==> config.mk <==
export PLATFORM = sky130hd
export DESIGN_NAME = serial_loader
export DESIGN_NICKNAME = d
export VERILOG_FILES = /design/src/rtl/serial_loader.sv
export SDC_FILE = /design/constraint.sdc
export NUM_CORES = 1
export LEC_CHECK = 0
export CORE_MARGIN = 2
export CORE_UTILIZATION = 55
export CTS_CLUSTER_SIZE = 12
export DETAILED_ROUTE_END_ITERATION = 8
export PLACE_DENSITY = 0.78
export SYNTH_ARGS = -nofsm -noshare
export SYNTH_HDL_FRONTEND = slang
export SYNTH_SLANG_ARGS = --single-unit
==> constraint.sdc <==
create_clock -name clk -period 2.6 [get_ports clk]
set_clock_uncertainty 0.15 [all_clocks]
set_input_delay 0.52 -clock clk [delete_from_list [all_inputs] [get_ports clk]]
set_output_delay 0.52 -clock clk [all_outputs]
set_load 0.01 [all_outputs]
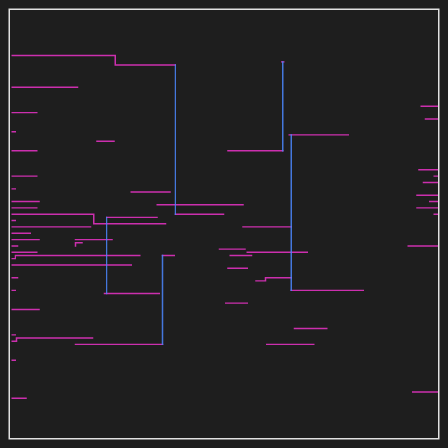
(wiring by layer)
Two of the layers only.
Key: blue = metal 4 [wire length 120 um]; magenta = metal 3 [wire length 469 um]
via count: 3174
WL final: 9150 um
Total GRT Usage: 23.1%

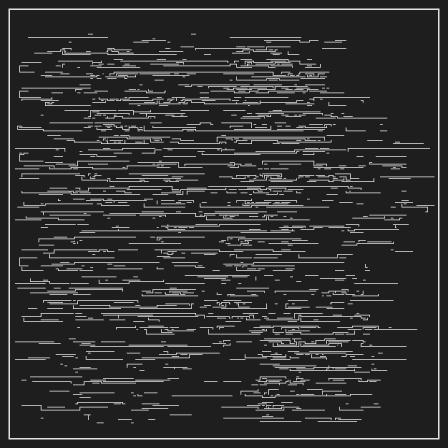
(metal 1)
The layer carries 4440 um of wire. 422 nets have wire on it. The wires run mostly horizontal. The layer holds 49% of the routed length. The longest straight run is 39.6 um.
met1 usage: 32.5%

==> impl_metrics.yaml <==
# flow metrics
status:
  status: "completed"
power:
  total_power_w: 0.00548
  vdd_drop_max_mv: 0.660
  swShare_pct: 36.3
  comb_power_share_pct: 43.0
  p_per_area_nw_per_um2: 1080
  p_leak_nw: 2.08
  netSwitchingPower_w: 0.00199
  seq_power_share_pct: 39.8
  internal_power_w: 0.00349
floorplanning:
  die_w_um: 91.7
  rows: 31
  die_h_um: 91.7
  die_area_um2: 8410
  core_area_um2: 7330
  ios: 48
logic_synthesis:
  ys_warn_count: 0
  compound_area_share_pct: 12.1
  logic_family: "simple AND/OR/NAND/NOR gates"
  synth.most_common_cell: "dfrtp_1"
  ys_chip_area_um2: 4230
  edf_count: 0
  largest_area_cell: "dfrtp_1"
  synth.cell_area_um2: 4230
  simple_gate_area_share_pct: 18.5
  dominantRegCellSynth: "dfrtp_1"
  topCellsByArea: "dfrtp_1 (49%), mux2_2 (9.6%), xnor2_1 (2.5%)"
  ys_seq_share_pct: 49.1
  ys_sh_mux_pct: 9.82
  common_cells: "dfrtp_1 (83), mux2_2 (36), nor2_1 (25)"
  ys_types: 62
  xor_area_share_pct: 4.35
  adder_share_pct: 1.48
timing:
  relSlewSlack_pct: 51.7
  whs_ps: 77.3
  layout_min_cycle_time_ps: 2510
  hold_violations: 0
  rsz0062_at_grt: "no"
  max_freq_ghz: 0.399
clocking:
  tritoncts: "built"
  clock_latency_ps: 350
  hold_buffers: 0
  clockBufferDepth: 2
  htree_num_levels: 3
  cts_buffers: 9
  cts_root_buf: "clkbuf_8"
  clkSinkCount: 83
  cts_setup_buffers: 0
worst_setup_path:
  critPathLaunchType: "primary input"
  rr_worst_depth: 4
  crit_path_cell_trace: "clkdlybuf4s50_1 -> nor3_2 -> buf_4 -> mux2_2 -> dlygate4sd2_1"
  cp_slowest_cell: "clkdlybuf4s50_1"
  r2r_slack_ps: 580
hold_path:
  hp-class: "in -> async"
finish:
  fin_nets: 463
  num_antenna_cells: 0
  drive_above_1_share_pct: 20.4
placed_design:
  dpl.hpwl_um: 6120
  gp_congestion: 0.901
global_route:
  grt_max_degree: 56
  grt_pass1_wl_um: 15500
  overflow: 0
detailed_routing:
  drc: 0
  antenna_left: 0
  dr.pass1.iters: 4
  first_iter_violations: 201
==> metal layers <==
metal / vias up / routed length (um) / track usage [%]
met2: 75 / 4120 / 35.9
li1: 1521 / - / -
met3: 12 / 468 / 6.24
met5: - / 0 / 0
met1: 1566 / 4440 / 32.5
met4: 0 / 119 / 5.85
==> layout make-up <==
cell class / instances / area [um^2]
clock buffers: 10 / 128
clock inverters: 6 / 72.6
fillers: 524 / 2270
inverters: 12 / 45.0
multi-input cells: 273 / 1980
flip-flops and latches: 83 / 2080
well taps: 99 / 124
repair buffers: 67 / 636
==> stage by stage <==
stage               setup TNS, ps  instance area (um^2)  cells  setup WS (ps)
detailed placement           -658                  4870    534           -178
finish                          0                  5060    550           94.1
floorplan                       0                  4240    396            141
CTS                             0                  5060    550           13.7
global route                    0                  5060    550           7.49
global placement             -633                  4870    534           -163
==> logic make-up after synthesis <==
kind of cell / count (synthesis)
fa+ha+maj: 5
xor+xnor: 21
other cells: 1
mux: 37
buf+inv: 40
simple gates: 135
flops: 83
compound gates: 71
==> placed cells by master, fill, tap and decap left out, types with 13 or more instances in the layout <==
cell             count
clkdlybuf4s50_1     37
nand2_1             17
buf_4               22
a21oi_1             18
mux2_2              36
dfrtp_1             83
nor2_1              25
o21ai_0             16
nor2b_1             13
nand3_1             15
==> power by group through the flow <==
| stage | clock network (W) | registers (W) | logic, W |
|---|---|---|---|
| 3_5_place_dp | 0 | 0.00219 | 0.00236 |
| 2_1_floorplan | 0 | 0.00219 | 0.00147 |
| 6_report | 0.000942 | 0.00218 | 0.00236 |
| 5_1_grt | 0.00102 | 0.00225 | 0.00258 |
| 3_3_place_gp | 0 | 0.00218 | 0.00230 |
| 4_1_cts | 0.000954 | 0.00217 | 0.00237 |
==> worst max-delay path: cells and delay by family <==
family | cells | cell delay (ps)
buffers and inverters | 3 | 870
and+or+nand+nor | 1 | 110
muxes | 1 | 340
==> timing repair <==
| item | in CTS | in global routing |
|---|---|---|
| pin swaps | 0 | 1 |
| resized | 4 | 6 |
| gates cloned | 0 | 0 |
| endpoints found under the setup margin | 4 | 5 |
Power figures rest on the tool's default switching activity, not on a simulated workload.
